floorplan.png
The bar under the picture is 20 µm long. Pins as bars on the die edge.
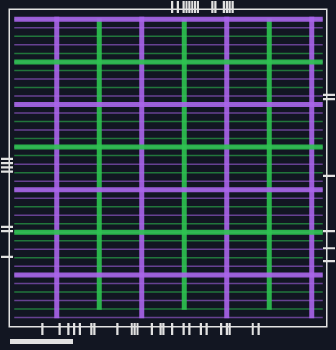
class_map.png
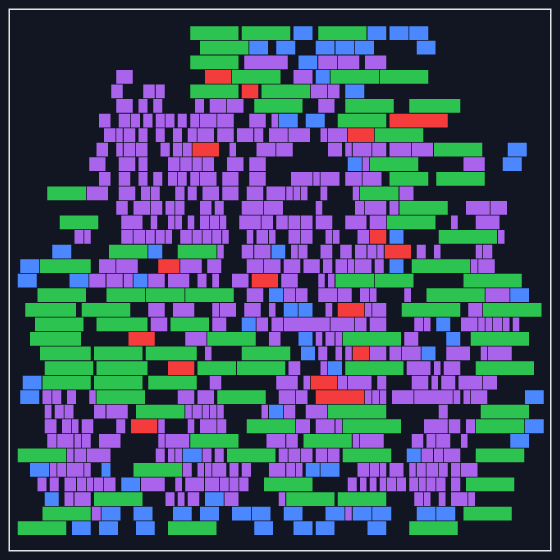
clock_wires.png
The bar under the picture is 20 µm long.
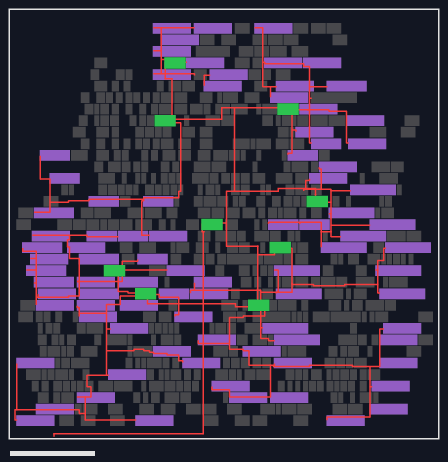
layers.png
The bar under the picture is 20 µm long.
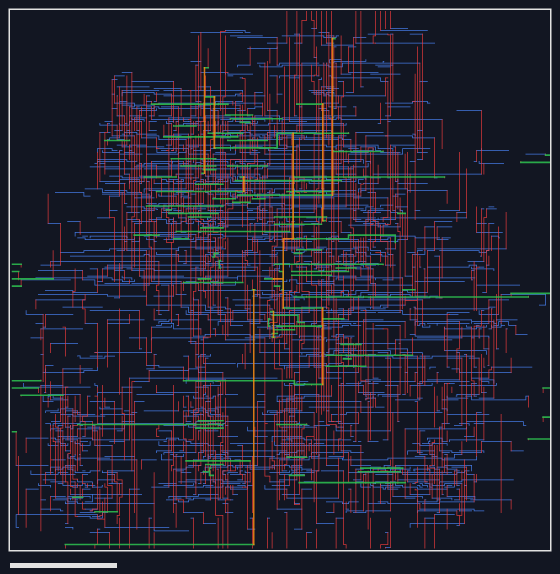
clock_nets.png
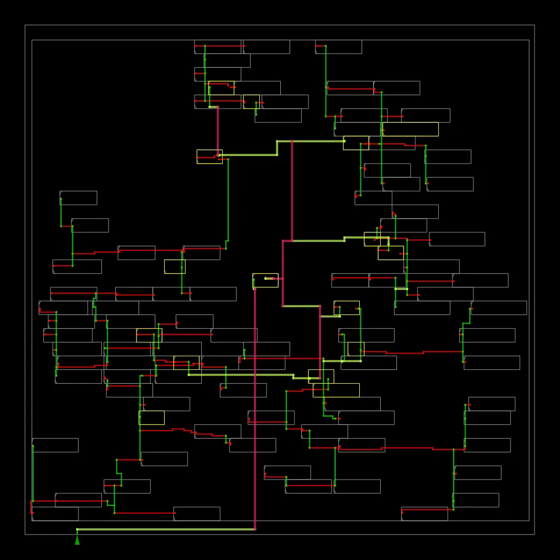
### config.mk
export PLATFORM = sky130hd
export DESIGN_NAME = whack_mole_engine_flat
export DESIGN_NICKNAME = d
export VERILOG_FILES = /design/src/rtl/whack_mole_engine_pkg.sv /design/src/rtl/whack_mole_engine_if.sv /design/src/rtl/whack_mole_engine_lfsr.sv /design/src/rtl/whack_mole_engine.sv /design/src/flat_wrapper.sv
export SDC_FILE = /design/constraint.sdc
export NUM_CORES = 1
export LEC_CHECK = 0
export CAP_MARGIN = 10
export CORE_UTILIZATION = 50
export CTS_CLUSTER_DIAMETER = 150
export CTS_CLUSTER_SIZE = 24
export DETAILED_ROUTE_END_ITERATION = 7
export PLACE_DENSITY = 0.77
export SLEW_MARGIN = 20
export SYNTH_ARGS = -nofsm -noshare
export SYNTH_HDL_FRONTEND = slang
export SYNTH_SLANG_ARGS = --single-unit
### constraint.sdc
create_clock -name clk -period 3.9 [get_ports clk]
set_input_delay 0.39 -clock clk [delete_from_list [all_inputs] [get_ports clk]]
set_output_delay 0.39 -clock clk [all_outputs]
set_load 0.1 [all_outputs]
### src/rtl/whack_mole_engine_pkg.sv
// Shared types and constants for the whack-a-mole engine.
package whack_pkg;

  typedef enum logic [1:0] {
    ST_IDLE = 2'd0,
    ST_PLAY = 2'd1,
    ST_OVER = 2'd2
  } state_e;

  localparam int HOLES  = 16;
  localparam int TIME_W = 7;

  // Taps 16,14,13,11 of a right-shifting register land on bit positions 0,2,3,5.
  localparam logic [15:0] LFSR_TAPS = 16'h002D;

  function automatic logic [HOLES-1:0] hole_onehot(input logic [3:0] h);
    return {{(HOLES-1){1'b0}}, 1'b1} << h;
  endfunction

endpackage

### src/rtl/whack_mole_engine_if.sv
// Game control inputs and status outputs of the whack-a-mole engine.
interface whack_mole_engine_if #(
  parameter int SCORE_W = 8
);

  logic                            inGame;
  logic                            spawn_tick;
  logic                            sec_tick;
  logic                            key_valid;
  logic [3:0]                      key_code;
  logic [whack_pkg::HOLES-1:0]     active_mask;
  logic [SCORE_W-1:0]              score;
  logic [SCORE_W-1:0]              miss_cnt;
  logic [whack_pkg::TIME_W-1:0]    time_left;
  logic                            hit_pulse;
  logic                            game_over;

  modport master (
    output inGame, spawn_tick, sec_tick, key_valid, key_code,
    input  active_mask, score, miss_cnt, time_left, hit_pulse, game_over
  );

  modport slave (
    input  inGame, spawn_tick, sec_tick, key_valid, key_code,
    output active_mask, score, miss_cnt, time_left, hit_pulse, game_over
  );

endinterface

### src/rtl/whack_mole_engine_lfsr.sv
// Free-running 16-bit Fibonacci LFSR supplying the candidate hole each cycle.
module whack_lfsr
  import whack_pkg::*;
#(
  parameter logic [15:0] SEED = 16'hACE1
) (
  input  logic        clk,
  input  logic        rst,
  output logic [15:0] q
);

  logic fb;

  assign fb = ^(q & LFSR_TAPS);

  always_ff @(posedge clk or negedge rst) begin
    if (!rst) begin
      q <= SEED;
    end else begin
      q <= {fb, q[15:1]};
    end
  end

endmodule

### src/rtl/whack_mole_engine.sv
// Whack-a-mole round engine: mole slots, scoring, round timer.
// Optional macro WHACK_PENALTY_EN: a press that misses every mole costs one point.
module whack_mole_engine
  import whack_pkg::*;
#(
  parameter int          NUM_MOLES    = 3,
  parameter int          MOLE_LIFE    = 4,
  parameter int          GAME_SECONDS = 30,
  parameter int          SCORE_W      = 8,
  parameter logic [15:0] LFSR_SEED    = 16'hACE1
) (
  input logic                clk,
  input logic                rst,
  whack_mole_engine_if.slave bus
);

  localparam logic [3:0]        LIFE_INIT = 4'(MOLE_LIFE);
  localparam logic [TIME_W-1:0] TIME_INIT = TIME_W'(GAME_SECONDS);

  state_e               state_q;
  logic [TIME_W-1:0]    time_q;
  logic [SCORE_W-1:0]   score_q, score_d;
  logic [SCORE_W-1:0]   miss_q, miss_d;
  logic                 hit_q;
  logic                 over_q;
  logic [HOLES-1:0]     mask_q, mask_d;
  logic [NUM_MOLES-1:0] slot_vld_q, slot_vld_d;
  logic [3:0]           slot_hole_q [NUM_MOLES];
  logic [3:0]           slot_hole_d [NUM_MOLES];
  logic [3:0]           slot_life_q [NUM_MOLES];
  logic [3:0]           slot_life_d [NUM_MOLES];

  logic [15:0]          lfsr_q;
  logic [3:0]           cand;
  logic [11:0]          unused_lfsr_hi;

  logic                 in_play;
  logic                 end_now;
  logic                 spawn_ok;
  logic                 spawn_done;
  logic                 any_hit;
  logic                 penalty;
  logic [3:0]           exp_cnt;

  function automatic logic [SCORE_W-1:0] sat_add(input logic [SCORE_W-1:0] a,
                                                 input logic [3:0]         b);
    logic [SCORE_W:0] s;
    s = {1'b0, a} + (SCORE_W+1)'(b);
    return s[SCORE_W] ? {SCORE_W{1'b1}} : s[SCORE_W-1:0];
  endfunction

  function automatic logic [SCORE_W-1:0] sat_dec(input logic [SCORE_W-1:0] a);
    return (a == '0) ? a : a - SCORE_W'(1);
  endfunction

  whack_lfsr #(
    .SEED (LFSR_SEED)
  ) u_lfsr (
    .clk (clk),
    .rst (rst),
    .q   (lfsr_q)
  );

  assign cand           = lfsr_q[3:0];
  assign unused_lfsr_hi = lfsr_q[15:4];

  // Slot update: hits beat expiry, and spawns only fill slots that were free before this cycle.
  always_comb begin
    in_play    = (state_q == ST_PLAY) && bus.inGame;
    end_now    = in_play && bus.sec_tick && (time_q <= TIME_W'(1));
    spawn_ok   = in_play && bus.spawn_tick && !mask_q[cand];
    spawn_done = 1'b0;
    any_hit    = 1'b0;
    exp_cnt    = '0;
    mask_d     = '0;
    slot_vld_d = slot_vld_q;
    for (int i = 0; i < NUM_MOLES; i++) begin
      slot_hole_d[i] = slot_hole_q[i];
      slot_life_d[i] = slot_life_q[i];
      if (in_play && bus.key_valid && slot_vld_q[i] && (slot_hole_q[i] == bus.key_code)) begin
        slot_vld_d[i] = 1'b0;
        any_hit       = 1'b1;
      end else if (in_play && bus.spawn_tick && slot_vld_q[i]) begin
        slot_life_d[i] = slot_life_q[i] - 4'd1;
        if (slot_life_q[i] == 4'd1) begin
          slot_vld_d[i] = 1'b0;
          exp_cnt       = exp_cnt + 4'd1;
        end
      end else if (spawn_ok && !slot_vld_q[i] && !spawn_done) begin
        slot_vld_d[i]  = 1'b1;
        slot_hole_d[i] = cand;
        slot_life_d[i] = LIFE_INIT;
        spawn_done     = 1'b1;
      end
      if (!in_play || end_now) begin
        slot_vld_d[i] = 1'b0;
      end
      if (slot_vld_d[i]) begin
        mask_d = mask_d | hole_onehot(slot_hole_d[i]);
      end
    end

`ifdef WHACK_PENALTY_EN
    penalty = in_play && bus.key_valid && !mask_q[bus.key_code];
`else
    penalty = 1'b0;
`endif

    if (any_hit) begin
      score_d = sat_add(score_q, 4'd1);
    end else if (penalty) begin
      score_d = sat_dec(score_q);
    end else begin
      score_d = score_q;
    end
    miss_d = sat_add(miss_q, exp_cnt);
  end

  always_ff @(posedge clk or negedge rst) begin
    if (!rst) begin
      slot_vld_q <= '0;
      mask_q     <= '0;
    end else begin
      slot_vld_q <= slot_vld_d;
      mask_q     <= mask_d;
    end
  end

  // Hole and lifetime are only meaningful while the matching valid bit is set.
  always_ff @(posedge clk) begin
    for (int i = 0; i < NUM_MOLES; i++) begin
      slot_hole_q[i] <= slot_hole_d[i];
      slot_life_q[i] <= slot_life_d[i];
    end
  end

  always_ff @(posedge clk or negedge rst) begin
    if (!rst) begin
      state_q <= ST_IDLE;
      time_q  <= '0;
      score_q <= '0;
      miss_q  <= '0;
      hit_q   <= 1'b0;
      over_q  <= 1'b0;
    end else begin
      hit_q <= 1'b0;
      case (state_q)
        ST_IDLE: begin
          if (bus.inGame) begin
            state_q <= ST_PLAY;
            time_q  <= TIME_INIT;
            score_q <= '0;
            miss_q  <= '0;
          end
        end
        ST_PLAY: begin
          if (!bus.inGame) begin
            state_q <= ST_IDLE;
          end else begin
            score_q <= score_d;
            miss_q  <= miss_d;
            hit_q   <= any_hit;
            if (bus.sec_tick) begin
              if (time_q <= TIME_W'(1)) begin
                time_q  <= '0;
                state_q <= ST_OVER;
                over_q  <= 1'b1;
              end else begin
                time_q <= time_q - TIME_W'(1);
              end
            end
          end
        end
        ST_OVER: begin
          if (!bus.inGame) begin
            state_q <= ST_IDLE;
            over_q  <= 1'b0;
          end
        end
        default: begin
          state_q <= ST_IDLE;
          over_q  <= 1'b0;
        end
      endcase
    end
  end

  assign bus.active_mask = mask_q;
  assign bus.score       = score_q;
  assign bus.miss_cnt    = miss_q;
  assign bus.time_left   = time_q;
  assign bus.hit_pulse   = hit_q;
  assign bus.game_over   = over_q;

endmodule

### src/flat_wrapper.sv
// flat-port wrapper written by rule: the top's interface ports become plain ports
module whack_mole_engine_flat import whack_pkg::*;
#(
  parameter int          NUM_MOLES    = 3,
  parameter int          MOLE_LIFE    = 4,
  parameter int          GAME_SECONDS = 30,
  parameter int          SCORE_W      = 8,
  parameter logic [15:0] LFSR_SEED    = 16'hACE1
)
  (clk, rst, bus_inGame, bus_spawn_tick, bus_sec_tick, bus_key_valid, bus_key_code, bus_active_mask, bus_score, bus_miss_cnt, bus_time_left, bus_hit_pulse, bus_game_over);
  whack_mole_engine_if #(.SCORE_W(SCORE_W)) bus_i ();
  input logic clk;
  input logic rst;
  input wire logic [$bits(bus_i.inGame)-1:0] bus_inGame;
  input wire logic [$bits(bus_i.spawn_tick)-1:0] bus_spawn_tick;
  input wire logic [$bits(bus_i.sec_tick)-1:0] bus_sec_tick;
  input wire logic [$bits(bus_i.key_valid)-1:0] bus_key_valid;
  input wire logic [$bits(bus_i.key_code)-1:0] bus_key_code;
  output wire logic [$bits(bus_i.active_mask)-1:0] bus_active_mask;
  output wire logic [$bits(bus_i.score)-1:0] bus_score;
  output wire logic [$bits(bus_i.miss_cnt)-1:0] bus_miss_cnt;
  output wire logic [$bits(bus_i.time_left)-1:0] bus_time_left;
  output wire logic [$bits(bus_i.hit_pulse)-1:0] bus_hit_pulse;
  output wire logic [$bits(bus_i.game_over)-1:0] bus_game_over;
  assign bus_i.inGame = bus_inGame;
  assign bus_i.spawn_tick = bus_spawn_tick;
  assign bus_i.sec_tick = bus_sec_tick;
  assign bus_i.key_valid = bus_key_valid;
  assign bus_i.key_code = bus_key_code;
  assign bus_active_mask = bus_i.active_mask;
  assign bus_score = bus_i.score;
  assign bus_miss_cnt = bus_i.miss_cnt;
  assign bus_time_left = bus_i.time_left;
  assign bus_hit_pulse = bus_i.hit_pulse;
  assign bus_game_over = bus_i.game_over;
  whack_mole_engine #(.NUM_MOLES(NUM_MOLES), .MOLE_LIFE(MOLE_LIFE), .GAME_SECONDS(GAME_SECONDS), .SCORE_W(SCORE_W), .LFSR_SEED(LFSR_SEED)) u_core (.clk(clk), .rst(rst), .bus(bus_i));
endmodule
==> notes.md <==
Notes from the flow run.

STA:
- Hold timing on the final database bottoms out at a slack of between 300 and 400 ps.
- The run gives the worst-case setup margin in the final layout as 274 ps.

Layout:
- The run puts the number of clock buffers in the layout at 11.
- The library cells used most frequently in the layout, excluding fill and tap cells, are dfrtp_1, clkdlybuf4s50_1, nor2_1.
- The finished layout holds 705 standard cells, fillers aside.
- The run puts the multi-input logic portion of the cell area at 43.7%.
- In this run the layout overhead on the synthesized area is reported as 19.4%.
- The run gives the sequential standard cell area as about 2200 µm².
- The run puts the count of multi-input combinational gates at 384.

Critical path:
- The capture point of the worst register-to-register path is recorded as u_core.bus.miss_cnt[0].
- The worst setup path is launched from a primary input.
- The run gives the biggest fanout along the worst timing path as 5.

Routing:
- In the final routing, the length of wire on met1 measures around 5300 µm.
- The run gives the first-pass iteration count of the detailed router as 5.
- The run gives the length of routed met3 wiring as around 750 µm.
- The violation tally recorded at the end of detailed-routing iteration 0 is 337.

Hold path:
- The startpoint identified for the worst hold timing path is u_core.u_lfsr.q[8].

Run:
- The run puts the OpenROAD warning count at 30.

Floorplanning:
- roughly 51 I/O pins were placed.

Pwr:
- The design draws roughly 1900 µW.

Yosys:
- Synthesis produced a netlist with a net count of about 540.
- The run puts the synthesized-area fraction occupied by ao, oa, aoi and oai cells at about 14%.
- Once synthesis finished, the tally of register bits stood at 86.
- The run puts the area share of the largest cell type after synthesis at between 20 and 30%.
- The run puts the number of standard cells after synthesis at slightly above 500.
- The run gives the summed instance area of the synthesized netlist as between 4000 and 5000 µm².
- The run puts the post-synthesis async set-or-reset flop share at a little over 70%.
- The run gives the adder-cell share of the synthesized area as between 3 and 4%.

Global route:
- For this run the aggregate overflow at the end of global routing stands at 0.
- The initial antenna violation count is 0.

Clock network:
- The longest clock path from root to sink contains 2 buffers.
- The run puts the count of H-tree levels built during CTS at 3.

Placement:
- After detailed placement, the design holds a cell count of about 690.

Status:
- The run finished with clean final reports.
About floorplan.png:
Green is VDD. Purple is VSS.
The core has 35 rows. 51 signal pins sit on the boundary. 36 met1 rails follow the rows. 7 straps on met5. 7 straps on met4.
maximum resistive drop on vdd: 0.374 mV
height of the die: 101 µm
die outline width: 101 µm
Core Footprint: 9370 µm²

About class_map.png:
Red is clock drivers and dummy loads, cells 16, share of their area 4.1%. Green is registers, cells 86, share of their area 38%. Purple is remaining logic cells, cells 402, share of their area 46%. Blue is remaining buffers and delay cells, cells 72, share of their area 12%.
fraction of the core area covered by cells at the end of the flow: 62.3%
Cell Rows: 35
sequential share of cell area: 37.0%
final non-filler cell area: 5840 µm²

About clock_wires.png:
Red is clock wires, length 1,010 µm. Green is clock-net drivers, count 9. Purple is flip-flops, count 86.
There are 10 routed clock nets.
worst clock skew: 20.7 ps
relative contribution of the clock network to total power: 37.0%

About layers.png:
Blue is M1, wire length 5,350 µm. Red is M2, wire length 5,480 µm. Green is M3, wire length 751 µm. Orange is M4, wire length 186 µm.
average wire per standard cell: 16.7 µm
routed wire length: 11,800 µm
GRT Util Overall: 24.8%

About clock_nets.png:
total clock buffers created by CTS: 9
# clock sinks: 86

-- critical path, stage by stage --
cell	delay, ps
clkdlybuf4s50_1	520
and3b_1	260
nand4_1	120
nor2_1	170
nor2_1	100
ha_1	310
mux2_2	300
xnor2_1	170
ha_1	200
inv_1	60
fa_1	370
nor2b_1	140
o21ai_0	110
or3_1	430
nor2b_1	150
o21ai_0	120
-- repair_timing --
item	4_1_cts	5_1_grt
hold endpoints to repair	6	0
hold buffers	1	0
resized	0	0
-- report_power, final --
group	total, µW	leakage, µW	switching (µW)	internal [µW]
sequential	948	0.00101	24.3	923
combinational	261	0.00125	188	73.1
clock	709	0.000118	345	364
total	1920	0.00238	557	1360
Power figures rest on the tool's default switching activity, not on a simulated workload.
